**src/rtl/mem_arbiter.sv**
```systemverilog
// mem_arbiter: round-robin sharing of one synchronous memory port between
// the CPU instruction-fetch port and the data load/store port.
module mem_arbiter #(
  parameter int unsigned ADDR_W = 32,
  parameter int unsigned DATA_W = 32
) (
  input  logic                clk,
  input  logic                reset,
  input  logic                i_read,
  input  logic [ADDR_W-1:0]   i_addr,
  output logic [DATA_W-1:0]   i_readdata,
  output logic                i_wait,
  input  logic                d_read,
  input  logic                d_write,
  input  logic [ADDR_W-1:0]   d_addr,
  input  logic [DATA_W-1:0]   d_writedata,
  input  logic [DATA_W/8-1:0] d_byteenable,
  output logic [DATA_W-1:0]   d_readdata,
  output logic                d_wait,
  output logic                m_read,
  output logic                m_write,
  output logic [ADDR_W-1:0]   m_addr,
  output logic [DATA_W-1:0]   m_writedata,
  output logic [DATA_W/8-1:0] m_byteenable,
  input  logic [DATA_W-1:0]   m_readdata,
  input  logic                m_waitrequest
);

  localparam int unsigned BE_W = DATA_W / 8;

  typedef enum logic [2:0] {
    S_IDLE, S_ISSUE_I, S_ISSUE_D, S_DATA_I, S_DATA_D
  } state_t;

  state_t            state_q, state_d;
  logic              last_d_q, last_d_d;     // 1: most recent grant went to data port
  logic              m_read_q, m_read_d;
  logic              m_write_q, m_write_d;
  logic [ADDR_W-1:0] m_addr_q, m_addr_d;
  logic [DATA_W-1:0] m_wdata_q, m_wdata_d;
  logic [BE_W-1:0]   m_be_q, m_be_d;

  logic d_req, grant_i, i_done, d_rd_done, d_wr_done;

  // Request decode and completion detection; completions are only signalled
  // while the requester still holds its request.
  always_comb begin
    d_req     = d_read | d_write;
    grant_i   = i_read & (~d_req | last_d_q);
    i_done    = (state_q == S_DATA_I) & i_read;
    d_rd_done = (state_q == S_DATA_D) & d_read;
    d_wr_done = (state_q == S_ISSUE_D) & m_write_q & ~m_waitrequest & d_write;
  end

  assign i_wait       = i_read & ~i_done;
  assign d_wait       = d_req & ~(d_rd_done | d_wr_done);
  assign i_readdata   = i_done ? m_readdata : '0;
  assign d_readdata   = d_rd_done ? m_readdata : '0;
  assign m_read       = m_read_q;
  assign m_write      = m_write_q;
  assign m_addr       = m_addr_q;
  assign m_writedata  = m_wdata_q;
  assign m_byteenable = m_be_q;

  // Next-state and next memory-command computation.
  always_comb begin
    state_d   = state_q;
    last_d_d  = last_d_q;
    m_read_d  = m_read_q;
    m_write_d = m_write_q;
    m_addr_d  = m_addr_q;
    m_wdata_d = m_wdata_q;
    m_be_d    = m_be_q;
    case (state_q)
      S_IDLE: begin
        if (grant_i) begin
          state_d   = S_ISSUE_I;
          last_d_d  = 1'b0;
          m_read_d  = 1'b1;
          m_write_d = 1'b0;
          m_addr_d  = i_addr;
          m_be_d    = '1;
        end else if (d_req) begin
          state_d   = S_ISSUE_D;
          last_d_d  = 1'b1;
          m_read_d  = ~d_write;
          m_write_d = d_write;
          m_addr_d  = d_addr;
          m_wdata_d = d_writedata;
          m_be_d    = d_byteenable;
        end
      end
      S_ISSUE_I: begin
        if (!m_waitrequest) begin
          state_d  = S_DATA_I;
          m_read_d = 1'b0;
        end
      end
      S_ISSUE_D: begin
        if (!m_waitrequest) begin
          state_d   = m_write_q ? S_IDLE : S_DATA_D;
          m_read_d  = 1'b0;
          m_write_d = 1'b0;
        end
      end
      S_DATA_I, S_DATA_D: state_d = S_IDLE;
      default: begin
        state_d   = S_IDLE;
        m_read_d  = 1'b0;
        m_write_d = 1'b0;
      end
    endcase
  end

  // State and memory-command registers with synchronous reset.
  always_ff @(posedge clk) begin
    if (reset) begin
      state_q   <= S_IDLE;
      last_d_q  <= 1'b1;
      m_read_q  <= 1'b0;
      m_write_q <= 1'b0;
      m_addr_q  <= '0;
      m_wdata_q <= '0;
      m_be_q    <= '0;
    end else begin
      state_q   <= state_d;
      last_d_q  <= last_d_d;
      m_read_q  <= m_read_d;
      m_write_q <= m_write_d;
      m_addr_q  <= m_addr_d;
      m_wdata_q <= m_wdata_d;
      m_be_q    <= m_be_d;
    end
  end

endmodule

```
**config.mk**
```make
export PLATFORM = sky130hd
export DESIGN_NAME = mem_arbiter
export DESIGN_NICKNAME = d
export VERILOG_FILES = /design/src/rtl/mem_arbiter.sv
export SDC_FILE = /design/constraint.sdc
export NUM_CORES = 1
export LEC_CHECK = 0
export ABC_AREA = 1
export CAP_MARGIN = 25
export CORE_UTILIZATION = 34
export DETAILED_ROUTE_END_ITERATION = 8
export PLACE_DENSITY = 0.81
export SLEW_MARGIN = 20
export SYNTH_ARGS = -nofsm -noshare
export SYNTH_HDL_FRONTEND = slang
export SYNTH_SLANG_ARGS = --single-unit
```
**constraint.sdc**
```tcl
create_clock -name clk -period 1.7 [get_ports clk]
set_input_delay 0.17 -clock clk [delete_from_list [all_inputs] [get_ports clk]]
set_output_delay 0.17 -clock clk [all_outputs]
set_load 0.1 [all_outputs]
```
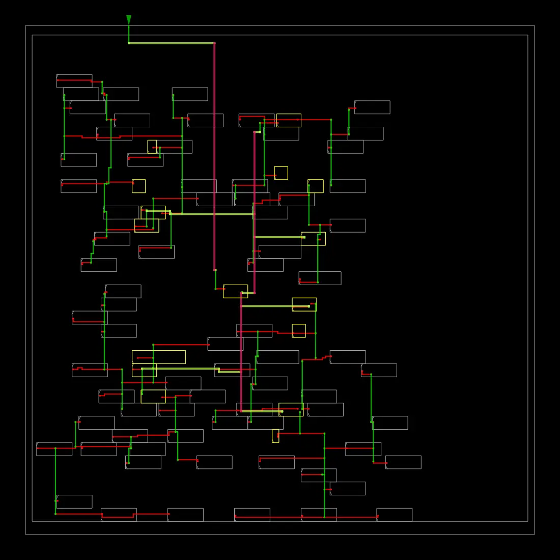
Fig. 1. Clock wiring as the flow saved it (run 1).
clock buf count: 10
seq_cells: 74
total clock sinks: 74
Insertion Delay late pin: 0.35 ns
Clock group: 1.37 mW

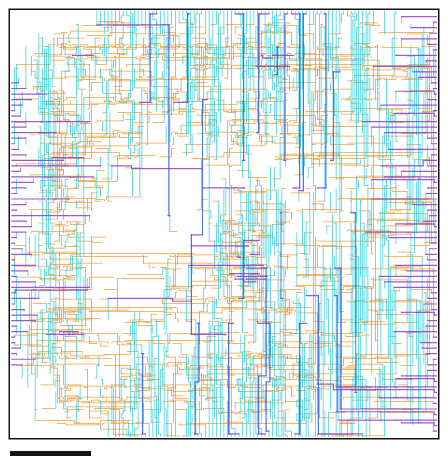
Fig. 2. Wiring by layer (run 1).
The bar under the picture is 20 um long.
| color | layer | wire length |
|---|---|---|
| blue | M4 | 756 um |
| purple | M3 | 1,120 um |
| cyan | M2 | 8,280 um |
| orange | M1 | 5,440 um |
final WL: 15,600 um
via count: 4,804
GRT Total Usage: 27.2%

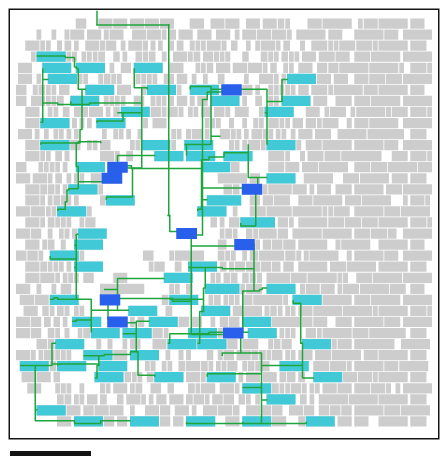
Fig. 3. Clock distribution (run 1).
The bar under the picture is 20 um long.
[cyan] flip-flops | count: 74
[green] clock wires | length: 971 um
[blue] clock-net drivers | count: 9
routed clock nets: 10
skew final: 0.0167 ns
clock group share of total power: 11.9%

==> results.ini, run 1 <==
[run_status]
outcome=complete, but fails checks
violations=negative setup slack

[synth]
common_cells=nor2_1, nand2_1, inv_1, dfxtp_1
yosys_area_mm2=0.00363
logic_family=simple AND/OR/NAND/NOR gates
synth_flops=74
flop_cell=dfxtp_1
syn_inst=594
ys_seq_share_pct=40.8
syn-num-nets=732
async_flop_share_pct=0
top_cells_by_area=dfxtp_1, nor2_1, nand2_1
fa_ha_area_share_pct=0
synth.avg_cell_area_um2=6.11
yosysTopAreaCell=dfxtp_1
mux_share_pct=0
synthAoiAreaFrac_pct=6.58
top_area_share_pct=40.8
syn_area_mm2=0.00363
top_cell=nor2_1
synth.distinct_cells=21
simple_gate_share_pct=39.8
ys_warn_count=0
ys_cells=594
xor_area_share_pct=0

[cts]
tritoncts=done
clk_path_buf_depth=2
htreeDepth=3
clkSlewWorstSetupHoldPaths_ns=0.08
numCtsBuffers=9
cts-root-buf=clkbuf_8

[drt]
routed_via_density=4.74
dr.pass1.iters=4
drtIter0Drc=226
drc_errors=0
routedWlPerCell_um=15.4
ant_nets=0

[place]
place_ws_ns=-0.138
hpwl_um=11500
finalWeightedCongestion=0.860

[global_route]
gr-total-overflow=0
grt_start_max_net_pins=71
grt_pass1_vias=4769
antenna_found_initial=0
grt_pass1_wl_um=23900

[final_timing]
maxSlewHeadroom_pct=78.8
setup_slack_ns=-0.0615
tns_ns=-0.704
tightest_slew_ns=0.318
post-route-period-util_pct=104
fmax_ghz=0.568
rsz0062_at_grt=yes
setup_violations=45
min_period_ns=1.76
slew_violations=0

[worst_setup_path]
critPathKind=flop to primary output
critPathMaxFanout=8
worst_setup_path_start_kind=flop
r2r-end=m_addr[9]$_SDFFE_PP0P_
crit_arrival_ns=1.59
reg2reg_depth=8
critPathCaptureType=primary output
worst-r2r-setup-slack_ns=0.14
rr_startpoint=state_q[1]$_SDFFE_PP0P_
required_ns=1.53
crit_path_end=d_readdata[7]
crit_start=state_q[0]$_SDFFE_PP0P_

[worst_hold_path]
min-delay-path-class=primary input to flop
hold_start=d_byteenable[0]

[final_layout]
syn_to_final_growth_pct=121
final_core_util_pct=77.8
diodes=0
drive_gt1_share_pct=30.3
fillers=688

[die]
die-width_um=105
rows=37
core_util_floorplan_pct=35.2
die_y_um=105
ioPinCount=274
core_mm2=0.0103
die_area_mm2=0.0111

[pwr]
power.density_mw_per_mm2=1430
irDropWorstVdd_uv=1110
p_leak_nw=3.69
finalPower_mw=11.5

[flow_run]
max_cap_violations=0
openroad.warnings=30

## run 1: metrics by stage
step / hold WS, ns / area (um^2) / instances
after floorplan: 0.296 / 4070 / 594
final: 0.409 / 8040 / 1014
after CTS: 0.390 / 7940 / 1010
after detailed placement: 0.476 / 7520 / 989
after global placement: 0.466 / 7520 / 989
after global routing: 0.429 / 8040 / 1014
## run 1: flip-flops by register name, indices dropped and copies added (netlist names)
signal,count
last_d_q,1
m_addr,32
m_byteenable,4
m_read,1
m_write,1
m_writedata,32
state_q,3
## run 1: power by group
part           total (mW)  switching [mW]  internal (mW)
combinational        7.57            5.67           1.90
clock                1.37           0.688          0.681
sequential           2.58           0.323           2.26
total                11.5            6.69           4.84
## run 1: cell usage in the layout, fill, tap and decap left out, types with 2 or more instances in the layout
cell type        count
a21oi_1              4
buf_12              77
buf_16               2
buf_4               82
clkbuf_16            2
clkbuf_8             9
clkdlybuf4s50_1    137
clkinvlp_4           3
dfxtp_1             71
dfxtp_4              3
inv_1               72
inv_2                4
inv_4                3
inv_6                2
nand2_1            107
nand3_1             37
nand3_4              2
nor2_1             140
nor2_2               3
nor2_4              65
o21ai_0             39
## run 1: layout make-up
cell class,count,area [um^2],share of cell area (%)
Timing Repair Buffer,301,3640,45.4
Multi-Input combinational cell,407,2220,27.6
Sequential cell,74,1490,18.6
Inverter,80,313,3.89
Tap cell,136,170,2.12
Clock buffer,10,128,1.59
Clock inverter,6,66.3,0.825
## run 1: per-layer routing
layer | track usage [%] | vias up | part of all wire (%)
met2 | 51.3 | 208 | 53
met3 | 7.79 | 54 | 7.2
met4 | 14.9 | 0 | 4.8
met1 | 26.5 | 2201 | 35
li1 | - | 2341 | -
met5 | 0 | - | 0
## run 1: kinds of logic (layout without fill, tap and decap cells)
kind of cell / Yosys count / after routing
AND-OR/OR-AND: 45 / 45
buffers and inverters: 113 / 397
AND/OR/NAND/NOR: 362 / 362
flip-flops: 74 / 74
## run 1: worst max-delay path, cell delays in order (launching register included)
cell and delay, ns:
dfxtp_4 0.38, inv_4 0.07, nand3_4 0.07, nor2_4 0.14, inv_6 0.09, buf_12 0.16, nor2_4 0.14, buf_12 0.19
## run 1: repair_timing
item                                    CTS  global route
gates resized                            39            11
cloned                                    2             2
pin swaps                                 4             3
hold buffers                              0             0
setup buffers                             3             2
endpoints found under the setup margin   64            65
## run 1: worst min-delay path by stage
stage / endpoint / slack (ns) / cells after the start
2_1_floorplan: m_byteenable[3]$_SDFFE_PP0P_ / 0.30 / 2
3_3_place_gp: m_writedata[6]$_SDFFE_PP0P_ / 0.47 / 2
3_5_place_dp: m_writedata[30]$_SDFFE_PP0P_ / 0.48 / 2
4_1_cts: m_byteenable[0]$_SDFFE_PP0P_ / 0.39 / 3
5_1_grt: m_byteenable[2]$_SDFFE_PP0P_ / 0.43 / 3
6_report: m_byteenable[0]$_SDFFE_PP0P_ / 0.41 / 3
==> run 1 -> run 2 <==
REMOVE_ABC_BUFFERS = 1   (was unset)
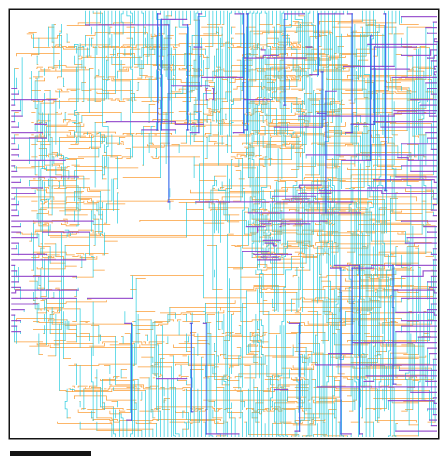
Fig. 4. Wiring by layer (run 2).
The bar under the picture is 20 um long.
| color | layer | wire length |
|---|---|---|
| cyan | M2 | 8,730 um |
| purple | M3 | 1,240 um |
| orange | M1 | 6,140 um |
| blue | M4 | 647 um |
final WL: 16,800 um
routed len/inst: 16.6 um
via count: 4,790
GRT Total Usage: 26.1%

==> results.ini, run 2 <==
[synth]
synthAoiAreaFrac_pct=6.58
top_cells_by_area=dfxtp_1, nor2_1, nand2_1
xor_area_share_pct=0
fa_ha_area_share_pct=0
yosysTopAreaCell=dfxtp_1
logic_family=simple AND/OR/NAND/NOR gates
flop_cell=dfxtp_1
syn_area_mm2=0.00363
ys_warn_count=0
ys_seq_share_pct=40.8
simple_gate_share_pct=39.8
syn_inst=594
top_cell=nor2_1
common_cells=nor2_1, nand2_1, inv_1, dfxtp_1
synth.avg_cell_area_um2=6.11
synth.distinct_cells=21
ys_cells=594
mux_share_pct=0
yosys_area_mm2=0.00363
async_flop_share_pct=0
top_area_share_pct=40.8
synth_flops=74
edf_count=0

[cts]
insertion_delay_ns=0.34
clkSlewWorstSetupHoldPaths_ns=0.07
holdBufCountCts=0
htreeDepth=3
cts-root-buf=clkbuf_8
clk_path_buf_depth=2
tritoncts=done
numCtsBuffers=9
numClockSinks=74

[pwr]
p_leak_nw=3.71
power.density_mw_per_mm2=1490
irDropWorstVdd_uv=1060

[final_timing]
slew_violations=0
finalClockSkew_ns=0.0130
tightest_slew_ns=0.442
holdWs_ns=0.416
final_hold_viol_count=0
min_period_ns=1.84
rsz0062_at_grt=yes
tns_ns=-6.41
post-route-period-util_pct=108
setup_slack_ns=-0.136
setup_violations=65
fmax_ghz=0.545
maxSlewHeadroom_pct=70.3

[drt]
ant_nets=0
drtIter0Drc=323
routed_via_density=4.74
drc_errors=0
dr.pass1.iters=5

[run_status]
outcome=complete, but fails checks
violations=negative setup slack

[worst_setup_path]
worst-r2r-setup-slack_ns=0.24
critPathCaptureType=primary output
worst_setup_path_start_kind=flop
required_ns=1.53
critPathMaxFanout=8
critPathKind=flop to primary output
crit_arrival_ns=1.67
reg2reg_depth=8

[die]
die_y_um=105
ioPinCount=274
core_util_floorplan_pct=35.2
die_area_mm2=0.0111
die-width_um=105
core_mm2=0.0103
rows=37

[flow_run]
max_cap_violations=0
openroad.warnings=28

[worst_hold_path]
min-delay-path-class=primary input to flop
min_path_cells=3

[final_layout]
diodes=0
syn_to_final_growth_pct=121
lay_top_count=nor2_1
drive_gt1_share_pct=29.5
finalNetCount=1008
lay_top_cells=nor2_1, clkdlybuf4s50_1, nand2_1

[global_route]
gr-total-overflow=0
grt_pass1_wl_um=23000
grt_pass1_vias=4577
antenna_found_initial=0
grt_start_max_net_pins=62

[place]
finalWeightedCongestion=0.849
hpwl_um=10400

run 2: cell counts after synthesis:
Identical to the previous run, type by type.
run 2: final cells by class:
class	instances	area, um^2
repair buffers	298	3610
fillers	651	2310
multi-input cells	407	2180
flip-flops and latches	74	1490
inverters	80	303
well taps	136	170
clock inverters	7	141
clock buffers	9	124
run 2: routing by layer:
layer	up-vias	part of all wire, %	global-route usage [%]
met4	0	3.9	10.1
met2	244	52	48.3
li1	2330	-	-
met5	-	0	0
met3	48	7.4	8.29
met1	2168	37	27.3
run 2: logic make-up (layout without fill, tap and decap cells):
| family | after synthesis | after routing |
|---|---|---|
| AOI/OAI and AO/OA | 45 | 45 |
| DFF | 74 | 74 |
| buffers and inverters | 113 | 394 |
| and+or+nand+nor | 362 | 362 |
run 2: power by group:
group | switching, mW | internal [mW]
sequential | 0.306 | 2.25
clock | 0.651 | 1.12
combinational | 5.69 | 1.90
total | 6.65 | 5.28
run 2: critical path, stage by stage (launching register included):
cell       delay, ns
dfxtp_2         0.35
inv_1           0.10
nand3_1         0.13
inv_2           0.12
nand2_4         0.11
clkbuf_16       0.22
nor2_4          0.12
buf_12          0.18
run 2: worst paths after layout:
path | from | endpoint
setup reg to reg | state_q[0]$_SDFFE_PP0P_ | m_writedata[18]$_SDFFE_PP0P_
hold / removal | d_byteenable[1] | m_byteenable[1]$_SDFFE_PP0P_
setup / recovery | state_q[2]$_SDFFE_PP0P_ | i_readdata[3]
hold reg to reg | m_writedata[13]$_SDFFE_PP0P_ | m_writedata[13]$_SDFFE_PP0P_
run 2: repair_timing:
action / in CTS / in global routing
pin swaps: 1 / 1
gates cloned: 2 / 4
endpoints found under the setup margin: 65 / 65
resized: 79 / 63
buffers inserted: 2 / 0
run 2: per-stage QoR:
stage	utilization, %	power [mW]	instance area [um^2]	worst slack [ns]	cells
global placement	68.6	9.80	7080	-0.0100	987
finish	77.6	11.9	8010	-0.136	1011
global route	77.6	12.5	8010	-0.218	1011
floorplan	-	7.87	3470	-1.34	561
CTS	74.4	11.8	7680	-0.0831	1007
detailed placement	68.6	9.88	7080	-0.0168	987
No activity file was given, so power comes from the tool's default toggle rates.
